Run 1, metal 1:
The bar under the picture is 100 um long. Cells faint in the background.
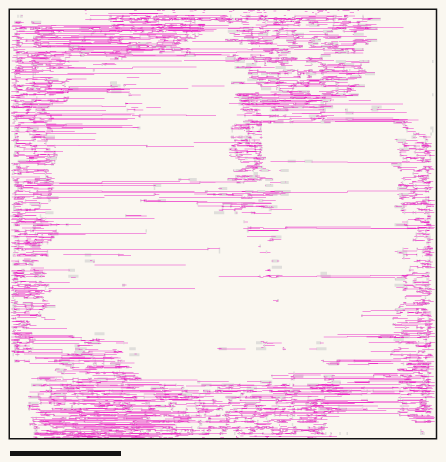
Run 1, met2 routing:
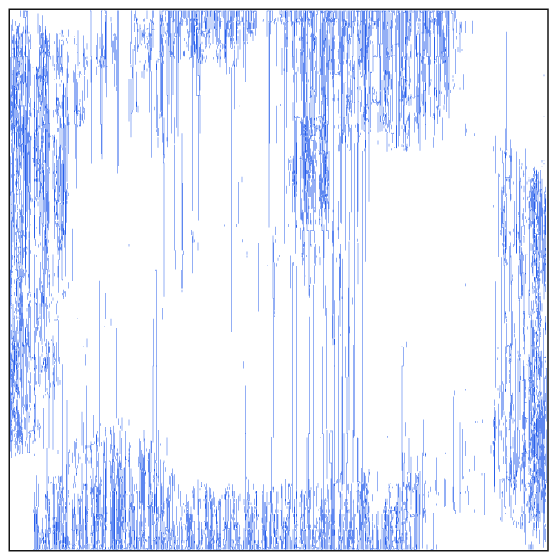
Run 1, met3 routing:
The bar under the picture is 100 um long.
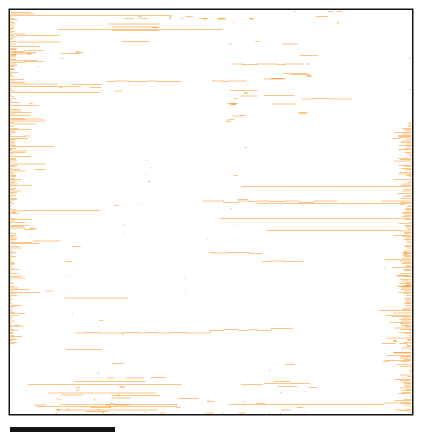
File: config.mk
export PLATFORM = sky130hd
export DESIGN_NAME = accel_dispatch
export DESIGN_NICKNAME = d
export VERILOG_FILES = /design/src/rtl/accel_dispatch.sv
export SDC_FILE = /design/constraint.sdc
export NUM_CORES = 1
export LEC_CHECK = 0
export ABC_AREA = 1
export CAP_MARGIN = 30
export CORE_AREA = 2 2 381 383
export DETAILED_ROUTE_END_ITERATION = 10
export DIE_AREA = 0 0 383 385
export DONT_BUFFER_PORTS = 1
export PLACE_DENSITY = 0.3
export SKIP_CTS_REPAIR_TIMING = 1
export SLEW_MARGIN = 40
export SYNTH_ARGS = -nofsm -noshare
export SYNTH_HDL_FRONTEND = slang
export SYNTH_SLANG_ARGS = --single-unit
File: constraint.sdc
create_clock -name clk -period 4.6 [get_ports clk]
set_input_delay 0.69 -clock clk [delete_from_list [all_inputs] [get_ports clk]]
set_output_delay 0.69 -clock clk [all_outputs]
set_load 0.005 [all_outputs]
File: src/rtl/accel_dispatch.sv
// Purpose : round-robin issue of per-thread header-compare requests to the accelerator, with per-thread result hold.
// Latency : grant in cycle 0, start_out in cycle 1; a completion in cycle k gives rsp_valid in cycle k+1.
// Backpres: a thread stays not-ready (req_ready=0) from grant until its held result is acknowledged.
//
// Ports:
//   clk, reset                    clock, asynchronous active-high reset
//   req_valid/req_header/req_compare/req_ready   per-thread request side
//   header_out/compare_value_out/start_out/thread_id_out   accelerator issue (registered)
//   action_done_in/action_in/thread_id_in        accelerator completion
//   rsp_valid/rsp_action/rsp_ack                 per-thread result hold and acknowledge
//   err_unexpected                               sticky: completion for a non-pending thread
//   stat_grants/stat_matches                     counters, built only with ACCEL_DISPATCH_STATS_EN
// Optional feature macro: ACCEL_DISPATCH_STATS_EN (undefined: counters tied to zero).
module accel_dispatch #(
    parameter int NUM_THREADS = 8,
    parameter int HDR_W       = 64,
    parameter int CMP_W       = 32
) (
    input  logic                     clk,
    input  logic                     reset,
    input  logic [NUM_THREADS-1:0]   req_valid,
    input  logic [NUM_THREADS*HDR_W-1:0] req_header,
    input  logic [NUM_THREADS*CMP_W-1:0] req_compare,
    output logic [NUM_THREADS-1:0]   req_ready,
    output logic [HDR_W-1:0]         header_out,
    output logic [CMP_W-1:0]         compare_value_out,
    output logic                     start_out,
    output logic [2:0]               thread_id_out,
    input  logic                     action_done_in,
    input  logic [3:0]               action_in,
    input  logic [2:0]               thread_id_in,
    output logic [NUM_THREADS-1:0]   rsp_valid,
    output logic [NUM_THREADS*4-1:0] rsp_action,
    input  logic [NUM_THREADS-1:0]   rsp_ack,
    output logic                     err_unexpected,
    output logic [15:0]              stat_grants,
    output logic [15:0]              stat_matches
);

    localparam int TID_W = 3;

    typedef enum logic [1:0] {
        IDLE    = 2'd0,
        PENDING = 2'd1,
        DONE    = 2'd2
    } state_t;

    state_t             state [NUM_THREADS];
    logic [TID_W-1:0]   ptr;
    logic [NUM_THREADS-1:0] eligible;
    logic               grant_vld;
    logic [TID_W-1:0]   grant_id;
    logic               done_ok;

    always_comb begin
        req_ready = '0;
        for (int i = 0; i < NUM_THREADS; i++) begin
            req_ready[i] = (state[i] == IDLE);
        end
    end

    assign eligible = req_valid & req_ready;

    // First eligible thread at or after ptr, wrapping around the thread count.
    always_comb begin
        grant_vld = 1'b0;
        grant_id  = '0;
        for (int k = 0; k < NUM_THREADS; k++) begin
            if (!grant_vld && eligible[(int'(ptr) + k) % NUM_THREADS]) begin
                grant_vld = 1'b1;
                grant_id  = TID_W'((int'(ptr) + k) % NUM_THREADS);
            end
        end
    end

    // A completion is only accepted for a thread that is actually waiting on one.
    assign done_ok = action_done_in && (state[thread_id_in] == PENDING);

    always_ff @(posedge clk or posedge reset) begin
        if (reset) begin
            for (int i = 0; i < NUM_THREADS; i++) begin
                state[i] <= IDLE;
            end
            ptr               <= '0;
            start_out         <= 1'b0;
            header_out        <= '0;
            compare_value_out <= '0;
            thread_id_out     <= '0;
            rsp_valid         <= '0;
            rsp_action        <= '0;
            err_unexpected    <= 1'b0;
        end else begin
            start_out <= grant_vld;
            if (grant_vld) begin
                ptr               <= TID_W'((int'(grant_id) + 1) % NUM_THREADS);
                header_out        <= req_header[int'(grant_id)*HDR_W +: HDR_W];
                compare_value_out <= req_compare[int'(grant_id)*CMP_W +: CMP_W];
                thread_id_out     <= grant_id;
            end
            if (action_done_in && !done_ok) begin
                err_unexpected <= 1'b1;
            end
            // Grant targets an IDLE thread and completion a PENDING one, so the
            // branches never compete for the same thread.
            for (int i = 0; i < NUM_THREADS; i++) begin
                if (grant_vld && grant_id == TID_W'(i)) begin
                    state[i] <= PENDING;
                end else if (done_ok && thread_id_in == TID_W'(i)) begin
                    state[i]           <= DONE;
                    rsp_valid[i]       <= 1'b1;
                    rsp_action[i*4 +: 4] <= action_in;
                end else if (rsp_ack[i] && state[i] == DONE) begin
                    // rsp_action deliberately keeps the last result after the ack.
                    state[i]     <= IDLE;
                    rsp_valid[i] <= 1'b0;
                end
            end
        end
    end

`ifdef ACCEL_DISPATCH_STATS_EN
    always_ff @(posedge clk or posedge reset) begin
        if (reset) begin
            stat_grants  <= '0;
            stat_matches <= '0;
        end else begin
            if (grant_vld) begin
                stat_grants <= stat_grants + 16'd1;
            end
            if (done_ok && action_in == 4'b1111) begin
                stat_matches <= stat_matches + 16'd1;
            end
        end
    end
`else
    assign stat_grants  = '0;
    assign stat_matches = '0;
`endif

endmodule

==> results.sh, run 1 <==
# physical design summary
export IMPL_lay_top_cells="nand2_1, nand3_1, dfrtp_1, o21ai_0, inv_1"
export IMPL_mostFrequentLayoutCell="nand2_1"
export IMPL_postSynthSeqShare=0.258
export IMPL_finalClockPeriodUsage=0.878
export IMPL_nWellTaps=1903
export IMPL_grt_overflow_total=0
export IMPL_setup_viol=0
export IMPL_ant_nets=0
export IMPL_placementRows=139
export IMPL_use_met2=0.237
export IMPL_grt_max_degree=125
export IMPL_cp_end_kind="flip-flop"
export IMPL_skew_ns=0.0341
export IMPL_dp_cells=4600
export IMPL_rsz0062_at_grt="no"
export IMPL_flop_count=160
export IMPL_path_class="flip-flop to flip-flop"
export IMPL_wirelength_mm=103
export IMPL_drv_cap=0
export IMPL_port_buffers=0
export IMPL_path_buffers=4
export IMPL_ys_flops=160
export IMPL_syn_cell_area_um2=15500
export IMPL_placed_cell_area_um2=17400
export IMPL_h_tree_depth=4
export IMPL_crit_path_end="header_out[7]"
export IMPL_area_growth_pct=16.5
export IMPL_rr_endpoint="header_out[7]"
export IMPL_worstReg2RegStart="ptr[0]"
export IMPL_synthArstFlopShare=1.00
export IMPL_cp_arrival_ns=4.45
export IMPL_design_area_um2=18100
export IMPL_ys_top_cells_by_count="nand2_1, nand3_1, dfrtp_1, buf_2, clkbuf_1"
export IMPL_netlist_instances=2853
export IMPL_drc=0
export IMPL_largestClassByArea="multi-input combinational cells"
export IMPL_busiest_layer="met2"
export IMPL_combAreaFraction=0.564
export IMPL_xor_area_frac=0.00218
export IMPL_ys_warn_count=0
export IMPL_design_core_area_um2=143000
export IMPL_grtUsageMet3=0.0350
export IMPL_fp_dieH_um=385
export IMPL_hold_viol_final=0
export IMPL_status="finished, final reports clean"
export IMPL_warning_count=38
export IMPL_reg2reg_slack_ns=0.56
export IMPL_drt_wirelength_per_cell_um=22.2
export IMPL_slew_headroom=0.504
export IMPL_signal_buffers=54
export IMPL_dr_wl_met2_mm=51.5
export IMPL_fp_util=0.108
export IMPL_critPathSlowestCell="dfrtp_1"
export IMPL_topCellsByArea="nand2_1, dfrtp_1, nand3_1, buf_4, buf_2"
export IMPL_cts_tree="yes"
export IMPL_path_max_fanout=74
export IMPL_post_place_ws_ns=0.575
export IMPL_nFillCells=17000
export IMPL_seq_share=0.221
export IMPL_gp_congestion=0.895
export IMPL_root_buffer="clkbuf_16"
export IMPL_path_depth=18
export IMPL_antenna_found_initial=27
export IMPL_yosys_cell_count_top_type="nand2_1"
export IMPL_crit_family="simple AND/OR/NAND/NOR gates"
export IMPL_cts_sinks=160
export IMPL_adder_share=0.00322
export IMPL_chipArea_um2=147000
export IMPL_synthMuxAreaShare=0
export IMPL_hold_path_class="input pin to asynchronous set/reset pin"
export IMPL_routed_top_layer="met5"
export IMPL_nNetsFinal=3514
export IMPL_fmax_mhz=248
export IMPL_clk_latency_ns=0.54
export IMPL_top_register="header_out"
export IMPL_nNonClkInverters=43
export IMPL_period_needed_ns=4.04
export IMPL_crit_top_cell="nand2_1"
export IMPL_critPathLaunchType="flip-flop"
export IMPL_grt_use_total=0.135
export IMPL_viasPerCell=3.88
export IMPL_yosysTopAreaCell="nand2_1"
export IMPL_dr_pass1_iters=5
export IMPL_nonClkBufAreaFrac=0.0378
export IMPL_worst_slew_pin_slew_ns=0.744
export IMPL_ys_sh_simple=0.615
export IMPL_largestRegisters="header_out x64, compare_value_out x32, rsp_action x32"
export IMPL_syn_avg_cell_area_um2=5.44
export IMPL_layout_cells_non_filler=4642
About 'metal 1':
- wire length on this layer: 41.5 mm
- main direction: horizontal
- longest straight run: 165 um
- nets with wire on the layer: 3015
- share of all routed wire: 40%

About 'met2 routing':
- main direction: vertical
- longest straight run: 236 um

About 'met3 routing':
- main direction: horizontal
- nets with wire on the layer: 566
- wire length on this layer: 7170 um
- longest straight run: 182 um
- share of all routed wire: 7.0%

Run 1, metal 4:
The bar under the picture is 100 um long.
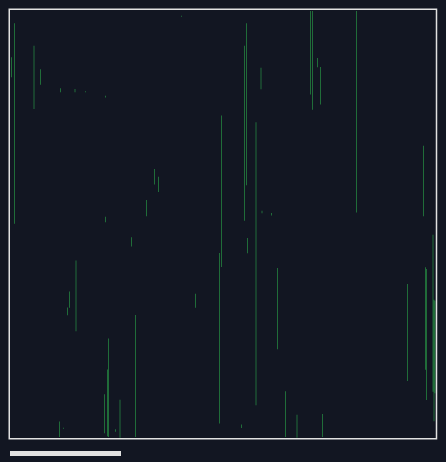

==> run 2, diff against run 1 <==
--- a/config.mk
+++ b/config.mk
@@ -11,6 +11,7 @@
 export DETAILED_ROUTE_END_ITERATION = 10
 export DIE_AREA = 0 0 383 385
 export DONT_BUFFER_PORTS = 1
+export GPL_ROUTABILITY_DRIVEN = 0
 export PLACE_DENSITY = 0.3
 export SKIP_CTS_REPAIR_TIMING = 1
 export SLEW_MARGIN = 40
==> constraint.sdc (replaced) <==
create_clock -name clk -period 4.6 [get_ports clk]
set_input_delay 0.46 -clock clk [delete_from_list [all_inputs] [get_ports clk]]
set_output_delay 0.46 -clock clk [all_outputs]
set_load 0.005 [all_outputs]
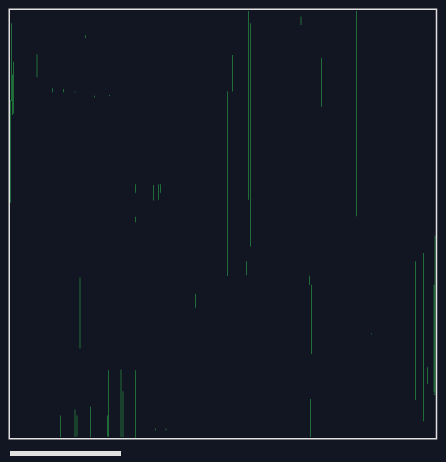
Run 2: metal 4
The bar under the picture is 100 um long.
- longest straight run: 201 um
- main direction: vertical
- wire length on this layer: 2180 um
- share of all routed wire: 2.1%

==> run 2 against run 1 <==
Against the previous run: setup slack lost 0.0079 ns; highest routed layer unchanged; first-iteration DRC count rose by 7.4%; sequential share of layout area hardly changed; die area is the same.
==> results.sh, run 2 <==
# physical design summary
export IMPL_topCellsByArea="nand2_1, dfrtp_1, nand3_1, buf_4, buf_2"
export IMPL_ant_nets=0
export IMPL_hold_depth=1
export IMPL_fp_dieH_um=385
export IMPL_critical_path_max_stage_delay_ns=0.57
export IMPL_nNetsFinal=3513
export IMPL_crit_family="simple AND/OR/NAND/NOR gates"
export IMPL_clk_pin_slew_ns=0.09
export IMPL_routed_top_layer="met5"
export IMPL_antenna_cells=8
export IMPL_design_area_um2=18100
export IMPL_port_buffers=0
export IMPL_cts_max_path_buffers=2
export IMPL_fp_util=0.108
export IMPL_min_to="err_unexpected"
export IMPL_hold_path_class="input pin to flip-flop"
export IMPL_hold_slack_ns=0.106
export IMPL_cts_buffers_inserted=17
export IMPL_placementRows=139
export IMPL_post_place_ws_ns=0.561
export IMPL_finalClockPeriodUsage=0.880
export IMPL_status="finished, final reports clean"
export IMPL_comb_cells=2440
export IMPL_rr_endpoint="compare_value_out[30]"
export IMPL_adder_share=0.00322
export IMPL_seq_share=0.221
export IMPL_die_width_um=383
export IMPL_crit_path_end="compare_value_out[30]"
export IMPL_drt_wirelength_per_cell_um=22.1
export IMPL_dp_cells=4598
export IMPL_ys_flops=160
export IMPL_startpoint="ptr[0]"
export IMPL_setup_viol=0
export IMPL_layout_cells_non_filler=4639
export IMPL_nFillCells=17200
export IMPL_ys_warn_count=0
export IMPL_synthArstFlopShare=1.00
export IMPL_report_final_slew_viol_count=0
export IMPL_vias=18100
export IMPL_ys_sh_simple=0.615
export IMPL_nWellTaps=1903
export IMPL_dr_wl_met2_mm=51.2
export IMPL_cp_end_kind="flip-flop"
export IMPL_critPathLaunchType="flip-flop"
export IMPL_grtUsageMet3=0.0355
export IMPL_hold_viol_final=0
export IMPL_cts_sinks=160
export IMPL_mostFrequentLayoutCell="nand2_1"
export IMPL_chipArea_um2=147000
export IMPL_root_buffer="clkbuf_16"
export IMPL_logic_family="simple AND/OR/NAND/NOR gates"
export IMPL_worstReg2RegStart="ptr[0]"
export IMPL_dr_pass1_iters=6
export IMPL_area_growth_pct=16.6
export IMPL_synthFlopType="dfrtp_1"
export IMPL_synthMuxAreaShare=0
export IMPL_io_pins=975
export IMPL_drive_above_1_share=0.0429
export IMPL_hpwl_mm=82.6
export IMPL_busiest_layer="met2"
export IMPL_path_depth=21
export IMPL_yosys_cell_count_top_type="nand2_1"
export IMPL_cp_arrival_ns=4.50
export IMPL_crit_top_cell="nand2_1"
export IMPL_flop_count=160
export IMPL_drc=0
export IMPL_yosysTopAreaCellShare=0.422
export IMPL_antenna_found_initial=36
export IMPL_syn_cell_area_um2=15500
export IMPL_reg2reg_slack_ns=0.55
export IMPL_worst_slew_pin_slew_ns=0.769
export IMPL_largestRegisters="header_out x64, compare_value_out x32, rsp_action x32"
export IMPL_grt_use_total=0.133
export IMPL_period_needed_ns=4.05
export IMPL_placed_cell_area_um2=17400
export IMPL_syn_avg_cell_area_um2=5.44
export IMPL_fmax_mhz=247
export IMPL_nNonClkInverters=43
export IMPL_yosysTopAreaCell="nand2_1"
export IMPL_path_class="flip-flop to flip-flop"
export IMPL_regArea_um2=4000
export IMPL_viasPerCell=3.89
export IMPL_tns_ns=0
export IMPL_signal_buffers=53
export IMPL_skew_ns=0.0220
export IMPL_netlist_instances=2853
export IMPL_largestClassByArea="multi-input combinational cells"
export IMPL_clk_latency_ns=0.53
export IMPL_top_register="header_out"
export IMPL_use_met2=0.235
export IMPL_critPathSlowestCell="dfrtp_1"
export IMPL_xor_area_frac=0.00218
export IMPL_postSynthSeqShare=0.258
export IMPL_h_tree_depth=4
export IMPL_nonClkBufAreaFrac=0.0389
export IMPL_rsz0062_at_grt="no"
export IMPL_path_buffers=5
export IMPL_wirelength_mm=102
export IMPL_drv_cap=0
export IMPL_grt_overflow_total=0
export IMPL_grt_max_degree=126
export IMPL_grt_pass1_wl_mm=139
export IMPL_ys_top_cells_by_count="nand2_1, nand3_1, dfrtp_1, buf_2, clkbuf_1"
export IMPL_lay_top_cells="nand2_1, nand3_1, dfrtp_1, o21ai_0, inv_1"
export IMPL_design_core_area_um2=143000
export IMPL_cts_tree="yes"
export IMPL_warning_count=40
export IMPL_crit_required_ns=5.05
export IMPL_combAreaFraction=0.564
export IMPL_path_max_fanout=57
export IMPL_slew_headroom=0.487
